==> src/rtl/fast_corner_collector.sv <==
// fast_corner_collector: FIFO-buffered corner coordinate sink with per-frame statistics; CORNER_BORDER_FILTER_EN discards border corners
module fast_corner_collector #(
  parameter int COORD_WIDTH = 10,
  parameter int FIFO_DEPTH  = 16,
  parameter int MAX_CORNERS = 1000,
  parameter int CNT_WIDTH   = 11,
  parameter int COL_NUM     = 30,
  parameter int ROW_NUM     = 20,
  parameter int BORDER      = 3
) (
  input  logic                            clk,
  input  logic                            rst,
  input  logic                            ce,
  input  logic                            sof,
  input  logic                            iscorner,
  input  logic [COORD_WIDTH-1:0]          x_coord,
  input  logic [COORD_WIDTH-1:0]          y_coord,
  output logic                            m_valid,
  input  logic                            m_ready,
  output logic [2*COORD_WIDTH-1:0]        m_data,
  output logic [$clog2(FIFO_DEPTH):0]     fifo_level,
  output logic [CNT_WIDTH-1:0]            frame_cnt,
  output logic [CNT_WIDTH-1:0]            frame_drop,
  output logic                            frame_cnt_valid,
  output logic                            overflow
);
  localparam int AW = $clog2(FIFO_DEPTH);
  localparam logic [0:0] S_IDLE = 1'b0;
  localparam logic [0:0] S_COLLECT = 1'b1;
  localparam logic [AW:0] L_DEPTH = (AW+1)'(FIFO_DEPTH);
  localparam logic [CNT_WIDTH-1:0] L_MAX = CNT_WIDTH'(MAX_CORNERS);
  if (FIFO_DEPTH < 2 || (FIFO_DEPTH & (FIFO_DEPTH - 1)) != 0 || MAX_CORNERS >= 2**CNT_WIDTH ||
      2*BORDER > COL_NUM || 2*BORDER > ROW_NUM) begin : g_bad_cfg
    $error("fast_corner_collector: invalid parameter set");
  end
  logic [0:0] r_state;
  logic [2*COORD_WIDTH-1:0] r_mem [FIFO_DEPTH];
  logic [AW-1:0] r_wr, r_rd;
  logic [AW:0] r_level;
  logic [CNT_WIDTH-1:0] r_live_cnt, r_live_drop, r_frame_cnt, r_frame_drop;
  logic r_fcv, r_overflow;
  logic w_pass, w_pop, w_full, w_cand, w_under, w_accept, w_drop, w_close;
  logic [CNT_WIDTH-1:0] w_base_cnt, w_base_drop;
`ifdef CORNER_BORDER_FILTER_EN
  localparam logic [COORD_WIDTH-1:0] L_LO = COORD_WIDTH'(BORDER);
  localparam logic [COORD_WIDTH-1:0] L_XHI = COORD_WIDTH'(COL_NUM - BORDER);
  localparam logic [COORD_WIDTH-1:0] L_YHI = COORD_WIDTH'(ROW_NUM - BORDER);
  assign w_pass = x_coord >= L_LO && x_coord < L_XHI && y_coord >= L_LO && y_coord < L_YHI;
`else
  assign w_pass = 1'b1;
`endif
  assign m_valid = r_level != '0;
  assign m_data = r_mem[r_rd];
  assign fifo_level = r_level;
  assign frame_cnt = r_frame_cnt;
  assign frame_drop = r_frame_drop;
  assign frame_cnt_valid = r_fcv;
  assign overflow = r_overflow;
  assign w_pop = m_valid && m_ready;
  assign w_full = r_level == L_DEPTH;
  assign w_close = sof && r_state == S_COLLECT;
  // A corner arriving with sof is charged to the frame that sof opens
  assign w_base_cnt = sof ? '0 : r_live_cnt;
  assign w_base_drop = sof ? '0 : r_live_drop;
  assign w_cand = ce && iscorner && w_pass && (r_state == S_COLLECT || sof);
  assign w_under = w_base_cnt < L_MAX;
  assign w_accept = w_cand && w_under && (!w_full || w_pop);
  assign w_drop = w_cand && !w_accept;
  always_ff @(posedge clk) begin
    if (rst) begin
      r_state <= S_IDLE;
      r_wr <= '0;
      r_rd <= '0;
      r_level <= '0;
      r_live_cnt <= '0;
      r_live_drop <= '0;
      r_frame_cnt <= '0;
      r_frame_drop <= '0;
      r_fcv <= 1'b0;
      r_overflow <= 1'b0;
    end else begin
      if (sof) r_state <= S_COLLECT;
      r_fcv <= w_close;
      if (w_close) begin
        r_frame_cnt <= r_live_cnt;
        r_frame_drop <= r_live_drop;
      end
      r_live_cnt <= w_base_cnt + CNT_WIDTH'(w_accept);
      r_live_drop <= w_base_drop + CNT_WIDTH'(w_drop && w_base_drop != '1);
      if (w_drop && w_under) r_overflow <= 1'b1;
      if (w_accept) r_wr <= r_wr + AW'(1);
      if (w_pop) r_rd <= r_rd + AW'(1);
      r_level <= r_level + (AW+1)'(w_accept) - (AW+1)'(w_pop);
    end
  end
  always_ff @(posedge clk) begin
    if (w_accept) r_mem[r_wr] <= {y_coord, x_coord};
  end
endmodule
==> config.mk <==
export PLATFORM = sky130hd
export DESIGN_NAME = fast_corner_collector
export DESIGN_NICKNAME = d
export VERILOG_FILES = /design/src/rtl/fast_corner_collector.sv
export SDC_FILE = /design/constraint.sdc
export NUM_CORES = 1
export LEC_CHECK = 0
export CORE_MARGIN = 2
export CORE_UTILIZATION = 42
export CTS_BUF_LIST = sky130_fd_sc_hd__clkbuf_4 sky130_fd_sc_hd__clkbuf_8
export CTS_CLUSTER_SIZE = 10
export DETAILED_ROUTE_END_ITERATION = 10
export PLACE_DENSITY = 0.69
export REMOVE_ABC_BUFFERS = 1
export SLEW_MARGIN = 10
export SYNTH_ARGS = -nofsm -noshare
export SYNTH_HDL_FRONTEND = slang
export SYNTH_SLANG_ARGS = --single-unit
==> constraint.sdc <==
create_clock -name clk -period 5.25 [get_ports clk]
set_clock_uncertainty 0.2 [all_clocks]
set_input_delay 1.3125 -clock clk [delete_from_list [all_inputs] [get_ports clk]]
set_output_delay 1.3125 -clock clk [all_outputs]
set_load 0.02 [all_outputs]
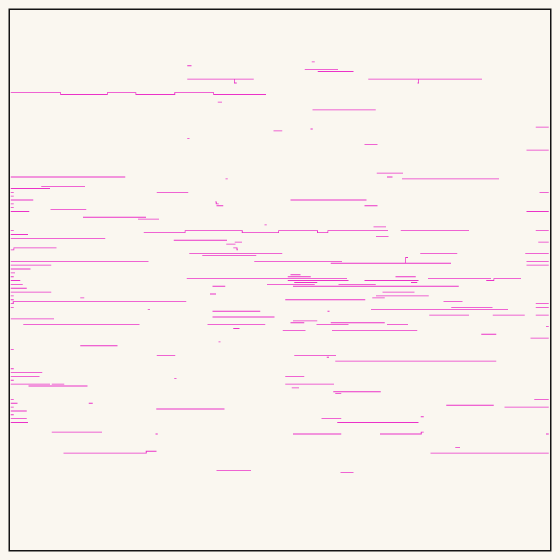
Fig. 1. The metal 3 layer.
share of all routed wire: 6.9%
longest straight run: 61.2 µm
main direction: horizontal
wire length on this layer: 2090 µm

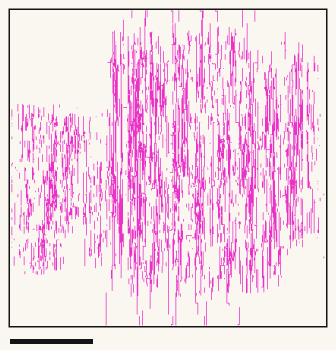
Fig. 2. M2 wires.
Scale bar: 50 µm.
share of all routed wire: 49%
nets with wire on the layer: 851
main direction: vertical
longest straight run: 88.7 µm
wire length on this layer: 14600 µm
via count: 7730
drt total wl: 30200 µm
GR Util met2: 27.5%

==> results.py <==
# Generated from Yosys and OpenROAD reports
metrics = {
    "setup_path": {
        "crit_chain": "buf_12 > mux4_2 > a22oi_1 > nand2_1 > clkdlybuf4s50_1",
        "crit_path_end": "m_data[1]",
        "timing.rr.end": "r_live_drop[6]$_SDFF_PP0_",
        "worst_path_dominant_cell_family": "buffers and inverters",
        "cp_slowest_cell": "dfxtp_4",
        "crit_path_start_kind": "register",
    },
    "power_and_ir_drop": {
        "p_leak_nw": 5.69,
        "switching_power_mw": 1.80,
        "clk-power_mw": 2.47,
        "top_power_group": "sequential cells",
    },
    "place": {
        "port_buffers": 75,
        "placed_area_um2": 16200,
        "gp_congestion": 0.781,
        "hpwl_um": 16700,
    },
    "synth": {
        "yosys_warnings": 0,
        "yosysTopAreaCell": "edfxtp_1",
        "ff_type": "edfxtp_1",
        "yosys_area_um2": 14800,
        "ys.flops": 384,
        "synthMostInstantiatedCell": "edfxtp_1",
        "synth.cell_area_um2": 14800,
        "topCellsByArea": "edfxtp_1 65%, mux4_2 12%, dfxtp_1 8.7%",
        "synthAoiAreaFrac_pct": 3.32,
        "fa_ha_area_share_pct": 1.49,
        "xor_share_pct": 1.36,
        "synth_cell_types": 44,
        "async_reset_ff_share_pct": 0,
        "logic_family": "multiplexers",
    },
    "layout": {
        "finalNonFillerCells": 1447,
        "seq_share_pct": 62.6,
        "final.fill_count": 2849,
        "final_common_cell": "edfxtp_1",
        "largest_class": "flip-flops and latches",
        "nMultiInputCombCells": 382,
        "diodes": 1,
        "nNonClkBuffers": 103,
        "clkbuf_count": 88,
        "inv_count": 11,
    },
    "detailed_routing": {
        "avgRoutedWirePerCell_um": 20.8,
        "drt-pass1-iter-count": 4,
        "viasPerCell": 5.34,
    },
    "clock_tree": {
        "cts.clk_slew.worst_paths_ps": 60,
        "cts_buffers": 59,
        "cts_tree": "yes",
        "post-cts-setup-buffers": 0,
        "hold_buffers": 0,
    },
    "global_route": {
        "antenna_found_initial": 2,
        "grt_max_degree": 52,
        "grt_util_all_layers_pct": 16.8,
        "grt_first_pass_wirelength_um": 46000,
        "met3_usage_pct": 4.26,
        "grtUsageMet1_pct": 22.4,
    },
    "worst_hold_path": {
        "holdPathEnd": "frame_cnt[1]$_SDFFE_PP0P_",
        "hp-class": "reg2reg",
    },
    "sta": {
        "relSlewSlack_pct": 32.3,
        "rsz0062_at_grt": "false",
        "fmax_ghz": 0.218,
        "period_minus_slack_ps": 4580,
        "finalHoldViolations": 0,
        "layout_setup_ws_ps": 670,
    },
    "floorplan": {
        "die_w_um": 191,
    },
    "run": {
        "warnings": 30,
    },
    "outcome": {
        "outcome": "finished, final reports clean",
    },
}
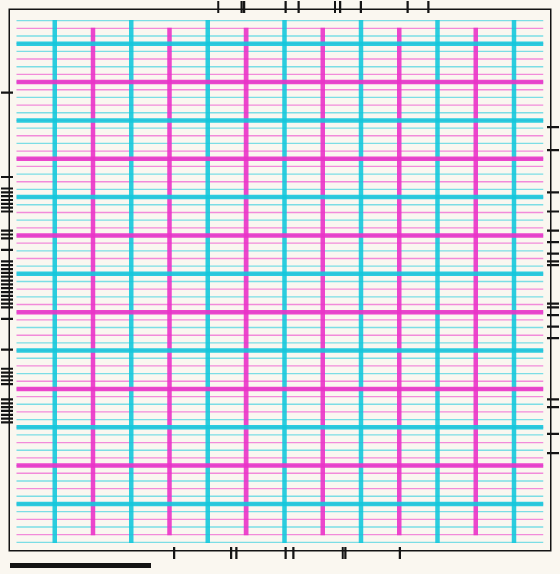
Fig. 3. Power grid.
Scale bar: 50 µm. Pins as bars on the die edge.
| net | color |
|---|---|
| VSS | cyan |
| VDD | magenta |
met5 straps: 13
signal pins: 76
met4 straps: 13
met1 rails: 69

